===== config.mk =====
export PLATFORM = sky130hd
export DESIGN_NAME = alu_top
export DESIGN_NICKNAME = d
export VERILOG_FILES = /design/src/rtl/alu_pkg.sv /design/src/rtl/alu_decoder.sv /design/src/rtl/alu_top.sv
export SDC_FILE = /design/constraint.sdc
export NUM_CORES = 1
export LEC_CHECK = 0
export CORE_ASPECT_RATIO = 1.5
export CORE_UTILIZATION = 55
export CTS_CLUSTER_SIZE = 12
export DETAILED_ROUTE_END_ITERATION = 8
export PLACE_DENSITY = 0.78
export SLEW_MARGIN = 5
export SYNTH_ARGS = -nofsm -noshare
export SYNTH_HDL_FRONTEND = slang
export SYNTH_SLANG_ARGS = --single-unit

===== constraint.sdc =====
create_clock -name CLK -period 22.2 [get_ports CLK]
set_clock_uncertainty 0.1 [all_clocks]
set_input_delay 4.44 -clock CLK [delete_from_list [all_inputs] [get_ports CLK]]
set_output_delay 4.44 -clock CLK [all_outputs]
set_load 0.1 [all_outputs]

===== src/rtl/alu_pkg.sv =====
// alu_pkg: opcodes, compare codes and unit indices shared by the ALU.
package alu_pkg;
    localparam logic [3:0] OP_ADD   = 4'h0;
    localparam logic [3:0] OP_SUB   = 4'h1;
    localparam logic [3:0] OP_MUL   = 4'h2;
    localparam logic [3:0] OP_DIV   = 4'h3;
    localparam logic [3:0] OP_AND   = 4'h4;
    localparam logic [3:0] OP_OR    = 4'h5;
    localparam logic [3:0] OP_NAND  = 4'h6;
    localparam logic [3:0] OP_NOR   = 4'h7;
    localparam logic [3:0] OP_NOP   = 4'h8;
    localparam logic [3:0] OP_EQ    = 4'h9;
    localparam logic [3:0] OP_GT    = 4'hA;
    localparam logic [3:0] OP_LT    = 4'hB;
    localparam logic [3:0] OP_SHR_A = 4'hC;
    localparam logic [3:0] OP_SHL_A = 4'hD;
    localparam logic [3:0] OP_SHR_B = 4'hE;
    localparam logic [3:0] OP_SHL_B = 4'hF;
    localparam logic [1:0] CMP_NOP = 2'd0;
    localparam logic [1:0] CMP_EQ  = 2'd1;
    localparam logic [1:0] CMP_GT  = 2'd2;
    localparam logic [1:0] CMP_LT  = 2'd3;
    typedef enum logic [1:0] {U_ARITH, U_LOGIC, U_CMP, U_SHIFT} unit_e;
endpackage


===== src/rtl/alu_decoder.sv =====
// alu_decoder: maps the opcode's unit field to one-hot unit enables.
module alu_decoder (
    input  logic [1:0] sel,
    output logic [3:0] en
);
    always_comb en = 4'b0001 << sel;
endmodule


===== src/rtl/alu_top.sv =====
// alu_top: registered signed ALU with arithmetic, logic, compare and shift units.
// Define ALU_DIV_EN to build the signed divider for opcode 0011.
module alu_top
    import alu_pkg::*;
#(
    parameter int width       = 16,
    parameter int Arith_width = 2 * width,
    parameter int Logic_width = width,
    parameter int CMP_width   = width,
    parameter int Shift_width = width
) (
    input  logic                   CLK,
    input  logic                   RST,
    input  logic [width-1:0]       A,
    input  logic [width-1:0]       B,
    input  logic [3:0]             ALU_FUN,
    output logic [Arith_width-1:0] Arith_OUT,
    output logic                   Carry_OUT,
    output logic                   Arith_Flag,
    output logic [Logic_width-1:0] Logic_OUT,
    output logic                   Logic_Flag,
    output logic [CMP_width-1:0]   CMP_OUT,
    output logic                   CMP_Flag,
    output logic [Shift_width-1:0] Shift_OUT,
    output logic                   Shift_Flag
);
    logic [3:0] en;
    logic signed [Arith_width-1:0] a_ext, b_ext, div_q, arith_d;
    logic [width:0] add_u, sub_u;
    logic [Logic_width-1:0] logic_d;
    logic [CMP_width-1:0] cmp_d;
    logic [Shift_width-1:0] shift_d;
    logic carry_d;

    alu_decoder u_dec (.sel(ALU_FUN[3:2]), .en(en));

    // operands widened once so the product and the -min/-1 quotient fit
    assign a_ext = Arith_width'($signed(A));
    assign b_ext = Arith_width'($signed(B));
    assign add_u = {1'b0, A} + {1'b0, B};
    assign sub_u = {1'b0, A} + {1'b0, ~B} + (width + 1)'(1);
`ifdef ALU_DIV_EN
    assign div_q = (B == '0) ? '0 : a_ext / b_ext;
`else
    assign div_q = '0;
`endif

    always_comb begin
        arith_d = !en[U_ARITH]      ? '0 :
                  ALU_FUN == OP_ADD ? a_ext + b_ext :
                  ALU_FUN == OP_SUB ? a_ext - b_ext :
                  ALU_FUN == OP_MUL ? a_ext * b_ext : div_q;
        carry_d = en[U_ARITH] && ALU_FUN == OP_ADD ? add_u[width] :
                  en[U_ARITH] && ALU_FUN == OP_SUB ? sub_u[width] : 1'b0;
    end

    always_comb
        logic_d = !en[U_LOGIC]       ? '0 :
                  ALU_FUN == OP_AND  ? Logic_width'(A & B) :
                  ALU_FUN == OP_OR   ? Logic_width'(A | B) :
                  ALU_FUN == OP_NAND ? Logic_width'(~(A & B)) : Logic_width'(~(A | B));

    always_comb
        cmp_d = !en[U_CMP]                                  ? '0 :
                ALU_FUN == OP_EQ && A == B                  ? CMP_width'(CMP_EQ) :
                ALU_FUN == OP_GT && $signed(A) > $signed(B) ? CMP_width'(CMP_GT) :
                ALU_FUN == OP_LT && $signed(A) < $signed(B) ? CMP_width'(CMP_LT) :
                CMP_width'(CMP_NOP);

    always_comb
        shift_d = !en[U_SHIFT]         ? '0 :
                  ALU_FUN == OP_SHR_A  ? Shift_width'(A >> 1) :
                  ALU_FUN == OP_SHL_A  ? Shift_width'(A << 1) :
                  ALU_FUN == OP_SHR_B  ? Shift_width'(B >> 1) : Shift_width'(B << 1);

    always_ff @(posedge CLK) begin
        if (!RST) begin
            Arith_OUT  <= '0;
            Carry_OUT  <= 1'b0;
            Arith_Flag <= 1'b0;
            Logic_OUT  <= '0;
            Logic_Flag <= 1'b0;
            CMP_OUT    <= '0;
            CMP_Flag   <= 1'b0;
            Shift_OUT  <= '0;
            Shift_Flag <= 1'b0;
        end else begin
            Arith_OUT  <= arith_d;
            Carry_OUT  <= carry_d;
            Arith_Flag <= en[U_ARITH];
            Logic_OUT  <= logic_d;
            Logic_Flag <= en[U_LOGIC];
            CMP_OUT    <= cmp_d;
            CMP_Flag   <= en[U_CMP];
            Shift_OUT  <= shift_d;
            Shift_Flag <= en[U_SHIFT];
        end
    end
endmodule


**Met4 routing**

Scale: 2 px per micron. Supply wires on this layer in gray.
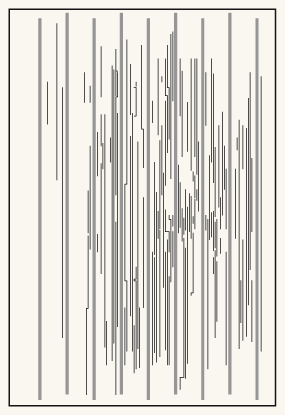
share of all routed wire	11%
wire length on this layer	5150 microns
main direction	vertical
longest straight run	148 microns
nets with wire on the layer	99
Via Count: 11894
Post-Route WL: 45500 microns

**Logic cells by family**

Scale: 3 px per micron.
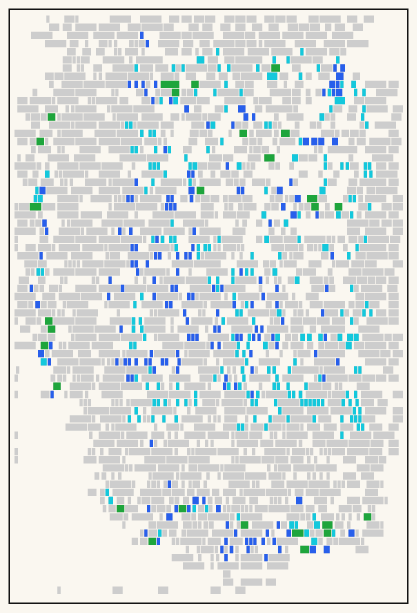
color	family	cells	most used
green	AND-OR and OR-AND gates	27	a21o_1
cyan	NOR gates	237	nor2_1
blue	NAND gates	177	nand2_1

==> results_slide.txt <==
Physical Implementation Snapshot

Global routing
  • Global-route wire length before repair: 71200 microns
  • Via count of the first global-routing pass: 12796
  • Pin count of the biggest net entering global routing: 43
  • Leftover overflow at the end of global routing: 0
  • Antenna violations before repair: 1

Yosys
  • Netlist area before placement: 14000 sq um
  • Most numerous cell types in the synthesized netlist: sky130_fd_sc_hd__inv_1, sky130_fd_sc_hd__fa_1, sky130_fd_sc_hd__nor2_1, sky130_fd_sc_hd__nand2_1, sky130_fd_sc_hd__ha_1
  • Number of instances in the synthesized netlist: 1629
  • FFs w/ async S/R, synth: 0%
  • Total cell area reported by yosys after synthesis: 14000 sq um
  • Post-synthesis cell count from yosys: 1629
  • Total of warnings raised by yosys: 0
  • Cells taking the most area after synthesis: sky130_fd_sc_hd__fa_1, sky130_fd_sc_hd__ha_1, sky130_fd_sc_hd__dfxtp_1
  • Tally of unique sky130hd cells used after synthesis: 72
  • Total of flip-flops plus latches after synthesis: 71
  • Max-area cell share: 37.7%
  • Avg Cell Area, Syn: 8.60 sq um
  • Sequential share of the synthesized area: 10.1%
  • Dominant register cell in the synthesized netlist: sky130_fd_sc_hd__dfxtp_1

Layout
  • FF+latch count: 71
  • Buffering overhead: 7.25%
  • Ratio of cells with drive above 1 in the final layout: 2.48%
  • # nets final: 2123
  • Final core utilization: 62.0%
  • Clock buf count: 9
  • Post-route standard cell area excluding fillers: 15500 sq um
  • Share of the final layout cell area in multi-input gates: 70.7%
  • Number of inverters outside the clock class in the layout: 348
  • Repair and plain buffers: 114
  • Number of logic gates: 1145
  • Dominant kind of cell: combinational gates
  • Seq area share: 9.15%
  • Top cell excl fill/tap: sky130_fd_sc_hd__inv_1
  • Dominant logic cell types in the final layout: sky130_fd_sc_hd__inv_1, sky130_fd_sc_hd__fa_1, sky130_fd_sc_hd__nor2_1
  • Area of combinational cells with multiple inputs: 11000 sq um
  • Sequential cell area: 1420 sq um
  • Synth-to-layout area growth: 10.8%
  • Clk cell area share: 1.86%
  • Number of inserted diodes: 0

Detailed routing
  • Count of nets left with antenna violations after detail routing: 0
  • Initial DRC count: 1122
  • 1st-pass router iterations: 9
  • Post-route DRC: 7
  • Avg Vias per Cell: 5.88

Min path
  • Hold Path End: Carry_OUT$_SDFF_PN0_
  • Cells on Worst Hold Path: 2
  • Path type of the worst min-delay path: primary input to flop
  • HP Start: RST

Place
  • Placed Instance Area: 15200 sq um
  • Final GP Congestion: 1.04
  • Worst slack at placement: 10.23 ns
  • Port Buf Inserts: 108
  • Placed wire-length estimate after detailed placement: 36800 microns

Final timing
  • Slew at the pin closest to its max-slew limit: 1.11 ns
  • Post-Route Setup TNS: 0 ns
  • Final hold viol count: 0
  • Min Clock Period, post-route: 11.71 ns
  • Min setup slack post-route: 10.49 ns
  • Worst slew slack as a fraction of its limit: 26.1%
  • Final clock period utilization by the worst path: 52.8%
  • RSZ-0062 raised after global routing: false

Job
  • Max cap viols: 0
  • Number of logged tool warnings: 60

Setup path
  • Total number of cells along the worst setup path: 21
  • Worst setup path startpoint: B[3]
  • Slowest CP cell: sky130_fd_sc_hd__fa_1
  • Critical path buffer and inverter count: 4
  • Most used cell, CP: sky130_fd_sc_hd__fa_1
  • Critical Path Sink Type: flop
  • Worst path arrival time: 11.85 ns
  • Peak fanout along the critical path: 12
  • Capturing instance or port of the critical path: Arith_OUT[31]$_SDFF_PN0_
  • Peak per-stage delay on the critical path: 0.90 ns
  • Largest delay share family, worst path: adder cells
  • CP Data Required Time: 22.34 ns

Clock network
  • CTS clock-pin slew for the worst setup and hold paths: 0.07 ns
  • Number of buffers added for setup after CTS: 0
  • Maximum clock path buffer count: 2
  • Clock tree from TritonCTS: done
  • Clock tree root driver cell: sky130_fd_sc_hd__clkbuf_16
  • Number of hold buffers added after CTS: 0
  • H-Tree Level Count: 3

Die
  • IO Pins: 123
  • Chip width: 132 microns
  • Standard cell core area: 25100 sq um
  • Floorplan-stage core utilization: 55.9%
  • Number of tap instances: 328
  • Die height: 198 microns
  • Number of placement rows: 71

Outcome
  • Violations in the final reports: design-rule violations
  • Outcome: complete, but fails checks
**Routed metal per tile**

Scale: 2 px per micron. The die is cut into 26 by 40 equal tiles; white is low, dark blue is high, scaled to the fullest tile. Values are wire area over tile area, all layers added.
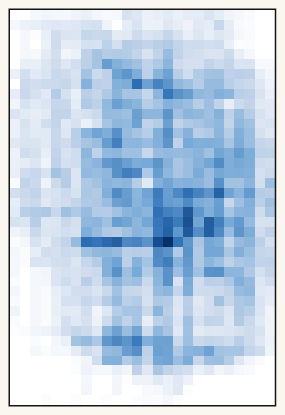
fullest tile	1.2
emptiest ninth of the die	bottom left
tiles over half the peak	12%
mean over tiles	0.32
densest ninth of the die	middle
overall global routing resource usage: 37.1%
wire length per cell: 22.5 microns

-- state kept, by name, indices dropped and copies added (netlist names) --
register    cells
Arith_Flag      1
Arith_OUT      32
CMP_Flag        1
CMP_OUT         2
Carry_OUT       1
Logic_Flag      1
Logic_OUT      16
Shift_Flag      1
Shift_OUT      16
-- kinds of logic after synthesis --
family	Yosys count	share of synthesized area, %
buffers and inverters	426	11.9
AND-OR/OR-AND	227	10.6
other	1	0.0268
multiplexers	9	0.750
AND/OR/NAND/NOR	430	12.8
XOR/XNOR	69	4.31
adder cells (fa/ha/maj)	396	49.5
flip-flops	71	10.1
-- per-layer routing --
layer	GRT usage (%)	share of wire [%]
met1	39.0	31
met2	61.4	48
met3	8.67	9.1
met4	34.0	11
met5	1.34	0.14
